## src/rtl/am_uart_pkg.sv

```systemverilog
// Shared types and constants for the AM board UART command receiver.
// Holds the byte/parser state encodings, the frame header and the baud divider math.
package am_uart_pkg;

    localparam logic [7:0] CMD_HDR = 8'hA5;

    typedef enum logic [1:0] {
        IDLE,
        START,
        DATA,
        STOP
    } byte_state_t;

    typedef enum logic [1:0] {
        WAIT_HDR,
        GET_ADDR,
        GET_DATA,
        GET_SUM
    } parse_state_t;

    // Rounded clocks per oversample tick; never below 1.
    function automatic int unsigned calc_div(input int unsigned clk_freq,
                                             input int unsigned baud,
                                             input int unsigned oversample);
        int unsigned den;
        int unsigned q;
        den = baud * oversample;
        q   = (clk_freq + den / 2) / den;
        return (q == 0) ? 1 : q;
    endfunction

endpackage

```

## src/rtl/uart_rx_byte.sv

```systemverilog
// 8N1 byte receiver: 2-flop synchroniser, oversample tick generator and byte FSM.
// Each data and stop bit is the 2-of-3 majority of the three ticks around mid-bit.
module uart_rx_byte
    import am_uart_pkg::*;
#(
    parameter int unsigned CLK_FREQ   = 50_000_000,
    parameter int unsigned BAUD       = 115200,
    parameter int unsigned OVERSAMPLE = 16
) (
    input  logic       CLK,
    input  logic       RST_n,
    input  logic       uart_rx,
    output logic [7:0] rx_data,
    output logic       rx_valid,
    output logic       frame_err
);

    localparam int unsigned DIV    = calc_div(CLK_FREQ, BAUD, OVERSAMPLE);
    localparam int unsigned DIV_W  = (DIV > 1) ? $clog2(DIV) : 1;
    localparam int unsigned TICK_W = $clog2(OVERSAMPLE);

    // r_tick_cnt holds the number of ticks already seen in the bit, so tick N has index N-1.
    localparam logic [DIV_W-1:0]  DIV_LAST   = DIV_W'(DIV - 1);
    localparam logic [TICK_W-1:0] TICK_EARLY = TICK_W'(OVERSAMPLE / 2 - 2);
    localparam logic [TICK_W-1:0] TICK_MID   = TICK_W'(OVERSAMPLE / 2 - 1);
    localparam logic [TICK_W-1:0] TICK_LATE  = TICK_W'(OVERSAMPLE / 2);
    localparam logic [TICK_W-1:0] TICK_LAST  = TICK_W'(OVERSAMPLE - 1);

    logic              r_sync1;
    logic              r_sync2;
    logic              r_rx_prev;
    logic [DIV_W-1:0]  r_div_cnt;
    logic              w_tick;
    logic              w_fall;
    logic              w_div_restart;
    logic              w_maj;

    byte_state_t       r_state;
    byte_state_t       w_state_d;
    logic [TICK_W-1:0] r_tick_cnt;
    logic [TICK_W-1:0] w_tick_cnt_d;
    logic [2:0]        r_bit_idx;
    logic [2:0]        w_bit_idx_d;
    logic [7:0]        r_shift;
    logic [7:0]        w_shift_d;
    logic [1:0]        r_vote;
    logic [1:0]        w_vote_d;
    logic [7:0]        r_rx_data;
    logic [7:0]        w_rx_data_d;
    logic              r_rx_valid;
    logic              w_rx_valid_d;
    logic              r_frame_err;
    logic              w_frame_err_d;

    always_ff @(posedge CLK or negedge RST_n) begin
        if (!RST_n) begin
            r_sync1   <= 1'b1;
            r_sync2   <= 1'b1;
            r_rx_prev <= 1'b1;
        end else begin
            r_sync1   <= uart_rx;
            r_sync2   <= r_sync1;
            r_rx_prev <= r_sync2;
        end
    end

    assign w_fall = r_rx_prev & ~r_sync2;
    assign w_tick = (r_div_cnt == DIV_LAST);
    assign w_maj  = (r_vote[0] & r_vote[1]) | (r_vote[0] & r_sync2) | (r_vote[1] & r_sync2);

    always_ff @(posedge CLK or negedge RST_n) begin
        if (!RST_n) begin
            r_div_cnt <= '0;
        end else if (w_div_restart || w_tick) begin
            r_div_cnt <= '0;
        end else begin
            r_div_cnt <= r_div_cnt + 1'b1;
        end
    end

    always_ff @(posedge CLK or negedge RST_n) begin
        if (!RST_n) begin
            r_state     <= IDLE;
            r_tick_cnt  <= '0;
            r_bit_idx   <= '0;
            r_shift     <= '0;
            r_vote      <= '0;
            r_rx_data   <= '0;
            r_rx_valid  <= 1'b0;
            r_frame_err <= 1'b0;
        end else begin
            r_state     <= w_state_d;
            r_tick_cnt  <= w_tick_cnt_d;
            r_bit_idx   <= w_bit_idx_d;
            r_shift     <= w_shift_d;
            r_vote      <= w_vote_d;
            r_rx_data   <= w_rx_data_d;
            r_rx_valid  <= w_rx_valid_d;
            r_frame_err <= w_frame_err_d;
        end
    end

    always_comb begin
        w_state_d     = r_state;
        w_tick_cnt_d  = r_tick_cnt;
        w_bit_idx_d   = r_bit_idx;
        w_shift_d     = r_shift;
        w_vote_d      = r_vote;
        w_rx_data_d   = r_rx_data;
        w_rx_valid_d  = 1'b0;
        w_frame_err_d = 1'b0;
        w_div_restart = 1'b0;

        case (r_state)
            IDLE: begin
                if (w_fall) begin
                    w_state_d     = START;
                    w_tick_cnt_d  = '0;
                    w_div_restart = 1'b1;
                end
            end
            START: begin
                // Glitch check at mid start bit; data windows begin at the start bit's end.
                if (w_tick) begin
                    w_tick_cnt_d = r_tick_cnt + 1'b1;
                    if (r_tick_cnt == TICK_MID && r_sync2) begin
                        w_state_d = IDLE;
                    end else if (r_tick_cnt == TICK_LAST) begin
                        w_state_d    = DATA;
                        w_tick_cnt_d = '0;
                        w_bit_idx_d  = '0;
                    end
                end
            end
            DATA: begin
                if (w_tick) begin
                    w_tick_cnt_d = r_tick_cnt + 1'b1;
                    if (r_tick_cnt == TICK_EARLY) w_vote_d[0] = r_sync2;
                    if (r_tick_cnt == TICK_MID)   w_vote_d[1] = r_sync2;
                    if (r_tick_cnt == TICK_LATE)  w_shift_d   = {w_maj, r_shift[7:1]};
                    if (r_tick_cnt == TICK_LAST) begin
                        w_tick_cnt_d = '0;
                        if (r_bit_idx == 3'd7) begin
                            w_state_d = STOP;
                        end else begin
                            w_bit_idx_d = r_bit_idx + 1'b1;
                        end
                    end
                end
            end
            STOP: begin
                if (w_tick) begin
                    w_tick_cnt_d = r_tick_cnt + 1'b1;
                    if (r_tick_cnt == TICK_EARLY) w_vote_d[0] = r_sync2;
                    if (r_tick_cnt == TICK_MID)   w_vote_d[1] = r_sync2;
                    // Leaving at mid-stop lets the next start edge arrive right after.
                    if (r_tick_cnt == TICK_LATE) begin
                        w_state_d = IDLE;
                        if (w_maj) begin
                            w_rx_data_d  = r_shift;
                            w_rx_valid_d = 1'b1;
                        end else begin
                            w_frame_err_d = 1'b1;
                        end
                    end
                end
            end
            default: w_state_d = IDLE;
        endcase
    end

    assign rx_data   = r_rx_data;
    assign rx_valid  = r_rx_valid;
    assign frame_err = r_frame_err;

endmodule

```

## src/rtl/uart_cmd_rx.sv

```systemverilog
// UART command receiver: turns A5/ADDR/DATA/SUM frames into single-cycle register writes.
// Bad checksums, framing errors mid-frame and inter-byte timeouts discard the frame.
module uart_cmd_rx
    import am_uart_pkg::*;
#(
    parameter int unsigned CLK_FREQ     = 50_000_000,
    parameter int unsigned BAUD         = 115200,
    parameter int unsigned OVERSAMPLE   = 16,
    parameter int unsigned TIMEOUT_CLKS = 500_000
) (
    input  logic       CLK,
    input  logic       RST_n,
    input  logic       uart_rx,
    output logic [7:0] rx_data,
    output logic       rx_valid,
    output logic       frame_err,
    output logic       reg_wr_en,
    output logic [7:0] reg_addr,
    output logic [7:0] reg_wdata,
    output logic       cmd_err
);

    localparam int unsigned     TO_W    = $clog2(TIMEOUT_CLKS + 1);
    localparam logic [TO_W-1:0] TO_LAST = TO_W'(TIMEOUT_CLKS - 1);

    logic [7:0]   w_rx_data;
    logic         w_rx_valid;
    logic         w_frame_err;
    logic         w_timeout;

    parse_state_t r_state;
    parse_state_t w_state_d;
    logic [TO_W-1:0] r_to_cnt;
    logic [TO_W-1:0] w_to_cnt_d;
    logic [7:0]   r_addr_lat;
    logic [7:0]   w_addr_lat_d;
    logic [7:0]   r_data_lat;
    logic [7:0]   w_data_lat_d;
    logic [7:0]   r_reg_addr;
    logic [7:0]   w_reg_addr_d;
    logic [7:0]   r_reg_wdata;
    logic [7:0]   w_reg_wdata_d;
    logic         r_reg_wr_en;
    logic         w_reg_wr_en_d;
    logic         r_cmd_err;
    logic         w_cmd_err_d;

    uart_rx_byte #(
        .CLK_FREQ   (CLK_FREQ),
        .BAUD       (BAUD),
        .OVERSAMPLE (OVERSAMPLE)
    ) u_rx_byte (
        .CLK       (CLK),
        .RST_n     (RST_n),
        .uart_rx   (uart_rx),
        .rx_data   (w_rx_data),
        .rx_valid  (w_rx_valid),
        .frame_err (w_frame_err)
    );

    assign w_timeout = (r_state != WAIT_HDR) && (r_to_cnt == TO_LAST);

    always_ff @(posedge CLK or negedge RST_n) begin
        if (!RST_n) begin
            r_state     <= WAIT_HDR;
            r_to_cnt    <= '0;
            r_addr_lat  <= '0;
            r_data_lat  <= '0;
            r_reg_addr  <= '0;
            r_reg_wdata <= '0;
            r_reg_wr_en <= 1'b0;
            r_cmd_err   <= 1'b0;
        end else begin
            r_state     <= w_state_d;
            r_to_cnt    <= w_to_cnt_d;
            r_addr_lat  <= w_addr_lat_d;
            r_data_lat  <= w_data_lat_d;
            r_reg_addr  <= w_reg_addr_d;
            r_reg_wdata <= w_reg_wdata_d;
            r_reg_wr_en <= w_reg_wr_en_d;
            r_cmd_err   <= w_cmd_err_d;
        end
    end

    always_comb begin
        w_state_d     = r_state;
        w_addr_lat_d  = r_addr_lat;
        w_data_lat_d  = r_data_lat;
        w_reg_addr_d  = r_reg_addr;
        w_reg_wdata_d = r_reg_wdata;
        w_reg_wr_en_d = 1'b0;
        w_cmd_err_d   = 1'b0;

        case (r_state)
            WAIT_HDR: begin
                if (w_rx_valid && (w_rx_data == CMD_HDR)) w_state_d = GET_ADDR;
            end
            GET_ADDR: begin
                if (w_rx_valid) begin
                    w_addr_lat_d = w_rx_data;
                    w_state_d    = GET_DATA;
                end
            end
            GET_DATA: begin
                if (w_rx_valid) begin
                    w_data_lat_d = w_rx_data;
                    w_state_d    = GET_SUM;
                end
            end
            GET_SUM: begin
                if (w_rx_valid) begin
                    w_state_d = WAIT_HDR;
                    if (w_rx_data == (r_addr_lat ^ r_data_lat)) begin
                        w_reg_addr_d  = r_addr_lat;
                        w_reg_wdata_d = r_data_lat;
                        w_reg_wr_en_d = 1'b1;
                    end else begin
                        w_cmd_err_d = 1'b1;
                    end
                end
            end
            default: w_state_d = WAIT_HDR;
        endcase

        if ((r_state != WAIT_HDR) && !w_rx_valid && (w_frame_err || w_timeout)) begin
            w_cmd_err_d = 1'b1;
            w_state_d   = WAIT_HDR;
        end

        // The rx_valid cycle is the first idle clock, so cmd_err lands TIMEOUT_CLKS after it.
        if (w_state_d == WAIT_HDR) begin
            w_to_cnt_d = '0;
        end else if (w_rx_valid) begin
            w_to_cnt_d = TO_W'(1);
        end else begin
            w_to_cnt_d = r_to_cnt + 1'b1;
        end
    end

    assign rx_data   = w_rx_data;
    assign rx_valid  = w_rx_valid;
    assign frame_err = w_frame_err;
    assign reg_wr_en = r_reg_wr_en;
    assign reg_addr  = r_reg_addr;
    assign reg_wdata = r_reg_wdata;
    assign cmd_err   = r_cmd_err;

endmodule

```

## config.mk

```make
export PLATFORM = sky130hd
export DESIGN_NAME = uart_cmd_rx
export DESIGN_NICKNAME = d
export VERILOG_FILES = /design/src/rtl/am_uart_pkg.sv /design/src/rtl/uart_rx_byte.sv /design/src/rtl/uart_cmd_rx.sv
export SDC_FILE = /design/constraint.sdc
export NUM_CORES = 1
export LEC_CHECK = 0
export CAP_MARGIN = 25
export CORE_MARGIN = 2
export CORE_UTILIZATION = 63
export CTS_CLUSTER_DIAMETER = 100
export DETAILED_ROUTE_END_ITERATION = 12
export MAX_ROUTING_LAYER = met4
export PLACE_DENSITY_LB_ADDON = 0.2
export SYNTH_ARGS = -nofsm -noshare
export SYNTH_HDL_FRONTEND = slang
export SYNTH_SLANG_ARGS = --single-unit
```

## constraint.sdc

```tcl
create_clock -name CLK -period 4.1 [get_ports CLK]
set_input_delay 0.82 -clock CLK [delete_from_list [all_inputs] [get_ports CLK]]
set_output_delay 0.82 -clock CLK [all_outputs]
set_load 0.05 [all_outputs]
```

### Signal metal coverage by tile

(4 px per um) 17 x 17 tiles, from dark blue (low) to red (high), scaled to the fullest tile. Values are wire area over tile area, all layers added.
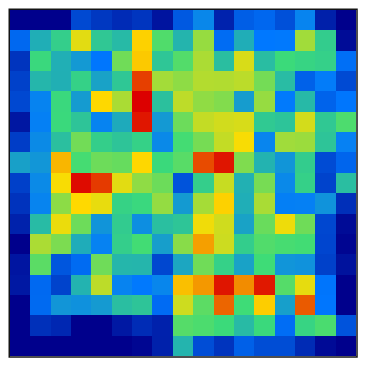
emptiest ninth of the die: south-west
tiles over half the peak: 34%
densest ninth of the die: centre
nearly empty tiles: 6.9%
fullest tile: 0.37
mean over tiles: 0.15
routed vias: 2589
wire per inst: 16.3 um
GRT Resource Usage Total: 0.220
total detailed-routing wirelength: 7350 um

### Cell outlines without signal wires

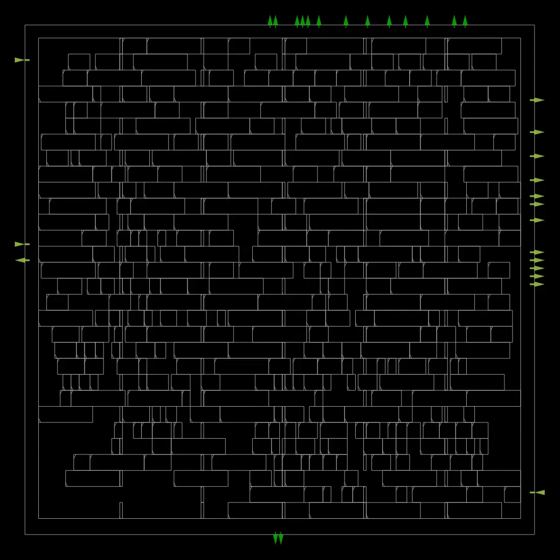
non-filler instance count after layout: 450
sequential share of cell area: 0.475
inserted tap cell count: 80
core area: 6680 um2
number of flip-flops and latches: 92

==> notes.md <==
Physical implementation.

- The type of destination of the critical path is an output port.
- In this run the critical path is formed by clkdlybuf4s50_1.
- Of the synthesized area, sequential elements account for 0.537.
- Switching power as a fraction of the total was reported as 0.244.
- OpenROAD emitted warnings numbering 29.
- The combinational group share of total power is 0.071.
- Power spread over the standard cell area amounts to 355 nW/um2.
- The analysis attributes to net switching a power of 0.421 mW.
- Leaving out fill and tap cells, the most frequent cell in the layout is sky130_fd_sc_hd__dfrtp_1.
- The placement stage leaves a total instance area of 4620 um2.
- Per the run report, area growth between synthesis and finish was 13.0%.
- Per the cell usage report, the commonest logic cells after layout are sky130_fd_sc_hd__dfrtp_1 (89), sky130_fd_sc_hd__mux2_2 (42), sky130_fd_sc_hd__clkdlybuf4s50_1 (29), sky130_fd_sc_hd__nor2_1 (25), sky130_fd_sc_hd__nand2_1 (14).
- The clock network consumes a total of 0.617 mW.
- The final layout report lists a clock buffer count of 10.
- The most critical hold endpoint after final layout shows a slack of 0.364 ns.
- Per the final report, max-transition violations number 0.
- The register share of total power is 0.571.
- Setup repair after global routing left no endpoint under its margin.
- The chip occupies 7490 um2.
- The data required time at the worst endpoint is 3.28 ns.
- The largest fanout on the critical path is 11.
- In the detailed route, the total length drawn on met2 is 3530 um.
- The cell count listed in synth_stat.txt is 334.
- The launch instance of the worst register-to-register path is u_rx_byte.rx_data[2]$_DFFE_PN0P_.
- The number of antenna violations at the first check in global routing is 0.
- The die extent in x is 86.5 um.
- The final instance area is 4850 um2.
- The CTS sink count is 92.
- The tightest min-delay check is of the reg2reg type.
- The area of the synthesized netlist per yosys stat is 4290 um2.
- The minimum setup slack after placement is 1.77 ns.
- The critical path class is reg2out.
- The setup fix buffers added after clock tree synthesis is 0.
- The number of enable flip-flop cells is 0.
- The power in sequential cells is 0.985 mW.
- The number of top-level design ports is 31.
- The repair_antennas step left the layout with diodes totalling 0.
- All stages included, the depth of the critical timing path comes to 1.
- The complex-gate fraction of the synthesized area is 0.0501.
- The post-route report lists met1 wire length as 3570 um.
- More flip-flops sit in one register than any other, and that register is r_to_cnt.
- The number of placed instances with taps included is 433.
- The floorplan step records an initial core utilization of 0.642.
- The clock reaches the later pin of the worst-skew pair after 0.34 ns.
- The finished design was reported to have a net count of 376.
- The worst reg2reg path depth is 4.
- In this run the critical register-to-register path is captured at reg_wdata[6]$_DFFE_PN0P_.
- The area share of the largest cell type after synthesis is 0.519.
- Per the synthesis report, the simple-gate share of the synthesized area is 0.136.
- The share of power burned in the clock network is 0.358.
- The dominant register cell in the synthesized netlist is sky130_fd_sc_hd__dfrtp_1.
- The global-route track usage on met3 is 0.0505.
- In this run the static leakage power is 2.23 nW.
- Total power for the finished layout comes to 1.72 mW.
- The flow ran to the end, and the final reports show no timing, DRC or antenna violations.
- The transition time at the pin with the least slew margin is 0.876 ns.
- Non-clock buffers in the final layout number 32.
- The count of nets left with antenna violations after detail routing is 0.
- Entering global routing, the biggest net connects 84 pins.
- The highest clock rate this design can be run at is 389 MHz.
- For reference, the post-synthesis area per instance comes to 12.8 um2.
- After routing, the total negative slack on setup checks comes to 0 ns.
- After detailed routing, no signal wire sits above met4.
- For this run, the slowest stage of the critical path takes 0.89 ns.
- The worst setup slack for register-to-register paths is 1.73 ns.
- The most frequent cell after synthesis is sky130_fd_sc_hd__dfrtp_1.
- The script reports the combined buffer and inverter count of the critical path as 1.
Power and IR drop assume default switching activity.
